==> config.mk <==
export PLATFORM = sky130hd
export DESIGN_NAME = calc1_port_driver
export DESIGN_NICKNAME = d
export VERILOG_FILES = /design/src/rtl/calc1_port_driver.sv
export SDC_FILE = /design/constraint.sdc
export NUM_CORES = 1
export LEC_CHECK = 0
export ABC_CLOCK_PERIOD_IN_PS = 2950
export CORE_MARGIN = 1
export CORE_UTILIZATION = 45
export DETAILED_ROUTE_END_ITERATION = 8
export DONT_BUFFER_PORTS = 1
export GPL_TIMING_DRIVEN = 0
export SLEW_MARGIN = 20
export SYNTH_ARGS = -nofsm -noshare
export SYNTH_HDL_FRONTEND = slang
export SYNTH_SLANG_ARGS = --single-unit
==> constraint.sdc <==
create_clock -name c_clk -period 2.95 [get_ports c_clk]
set_input_delay 0.59 -clock c_clk [delete_from_list [all_inputs] [get_ports c_clk]]
set_output_delay 0.59 -clock c_clk [all_outputs]
set_load 0.1 [all_outputs]
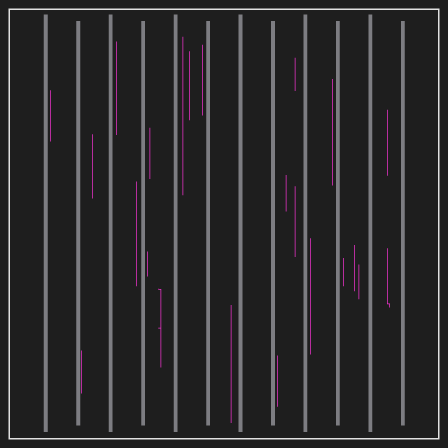
Fig. 1. Metal 4.
Supply wires on this layer in grey.
longest straight run	66.0 um
nets with wire on the layer	11
wire length on this layer	655 um
share of all routed wire	2.2%
main direction	vertical
DRT Wirelength: 29500 um
vias after detailed routing: 7119

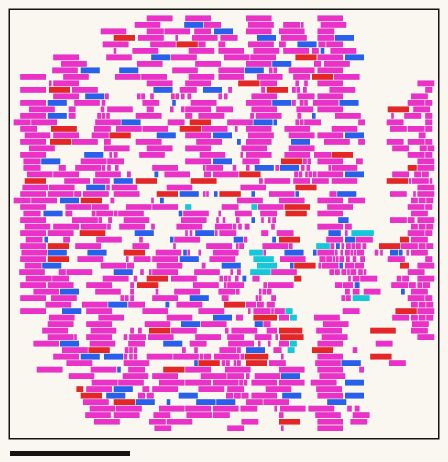
Fig. 2. Cells by drive strength.
Scale bar: 50 um.
size	colour	cells	share
x1 and smaller	magenta	671	80%
x3 and x4	cyan	13	1.5%
x6 and larger	red	57	6.8%
x2	blue	102	12%
Post-Layout Inst Area: 16100 um^2
signed area change from the synthesized netlist to the final layout: 14.1%
setup slack of the critical path after layout: 0.265 ns
count of plain and timing-repair buffers: 53

==> summary.txt <==
Observations from the implementation run.

Logic synthesis:
- Synthesis produced a netlist with a net count of about 880.
- The run puts the average cell area after synthesis at 18.4 um^2.
- The run puts the number of synthesized flops with an enable pin at about 270.
- The run puts the mapped cell area at 14100 um^2.
- The run puts the tally of yosys warning messages at 0.
- The run gives the sequential area share after synthesis as 75.0%.
- The run gives the proportion of netlist area held by the largest area contributor as 58.0%.
- The run puts the synthesis-stage register bit count at 392.
- The run gives the aoi/oai-family share of the synthesized area as 7.61%.
- The run gives the xor and xnor area share after synthesis as 0.187%.
- In the synthesized netlist the async set-or-reset flop fraction comes to 0%.
- Summing the areas of all fa, ha and maj instances in the mapped netlist gives 0.675% of the synthesized area.

Cells and area:
- The run gives the most area-hungry cell class in the final design as flip-flops and latches.
- The run gives the sequential cell area as 10600 um^2.
- The run gives the diode insertion count for antenna repair as 0.
- The final layout report lists a non-clock inverter count of 4.
- The run puts the combined area of the multi-input logic cells at about 3300 um^2.
- The layout report gives the register share of total cell area as approximately 66%.
- The run puts the portion of the layout cell area used by non-clock buffers at 2.14%.
- The run puts the clock network area share at 8.43%.
- The run gives the fraction of the core area covered by cells at the end of the flow as 52.4%.
- After the flow finishes, the layout carries non-filler instances totaling 1239.

Global routing:
- The run puts the number of global-route vias before repair at roughly 7.6k.
- The run puts the initial antenna violation count at 0.
- On met1, the global router reports a usage of 22.4%.
- The run gives the total global routing overflow as 0.
- The run puts the global routing usage on met3 at 5.13%.
- The run puts the met2 demand-to-capacity share in global routing at 32.8%.
- The global routing stage identified its most utilized layer as met2.

Clock network:
- After clock tree synthesis, the flow added hold-fix buffers numbering 0.
- The later pin in the worst-skew pair is clocked with a latency of roughly 0.53 ns.
- The run puts the H-tree depth reported by CTS at 2.
- Clock-pin slew was measured on the worst setup and hold paths at 0.06 ns.

Status:
- The flow ran to the end, and the final reports show no timing, DRC or antenna violations.

Critical path:
- The number of buffers and inverters on the critical path is 1.
- The worst setup path is captured at a register.
- The slowest stage of the critical path belongs to the cell or3_1.
- The run puts the number of cells on the critical path at 8.
- Grouping stages by cell kind, the critical path spends the most delay in simple AND/OR/NAND/NOR gates.
- The worst setup path is launched from a register.
- The run puts the arrival time at the worst endpoint at 3.13 ns.
- The run puts the biggest cell delay along the critical path at 0.74 ns.

STA:
- Setup repair after global routing left no endpoint under its margin.
- The run puts the setup TNS after final layout at 0 ns.
- Hold timing on the final database bottoms out at a slack of 0.156 ns.
- For reference, the final report shows the hold violation count at 0.
- For the pin with the worst max-slew slack, the measured transition is 1.03 ns.
- OpenROAD reports that the post-layout worst path occupies 91.0% of the period.

Drt:
- The run gives the met3 wire length as between 2000 and 2500 um.
- Signal routing reaches up to met4.
- Per the post-route antenna check, the number of violating nets is 0.
- In the per-layer breakdown of the detailed-route log, met1 shows 11700 um.
- Per the detail_route report, routed wire per instance is 23.8 um.

Die:
- The run gives the die extent in x as 179 um.
- The run puts the count of inserted tapcells at 396.
- The run puts the core utilization at floorplan at 45.9%.

Power:
- The run gives the maximum VDD drop as 697 uV.
- The run puts the net switching power at approximately 5700 uW.
- The run gives the fraction of power consumed by the clock network as 30.3%.
- Sequential cells account for approximately half of the total power.
- Combinational logic burns between 10% and 20% of the power.
- For the sequential group, total power comes out at between 8000 and 9000 uW.
- The run puts the combinational power at 3250 uW.
- Per the OpenROAD power report, leakage power amounts to 0.00526 uW.

Placement:
- The run gives the number of input and output port buffers inserted as 0.
- At the placement stage, the worst setup path has a slack of -0.464 ns.
- The run puts the final estimated routing congestion in global placement at 0.727.
- The run gives the total cell area at the placement stage as about 15000 um^2.
- Note, the detailed placer reported a final HPWL of 18900 um.

Hold path:
- The run gives the cell depth of the worst hold path as 0.
- The run gives the kind of path behind the tightest hold check as primary input to register.

Job:
- The run puts the count of max-cap constraint violations at 0.
Power figures rest on the tool's default switching activity, not on a simulated workload.
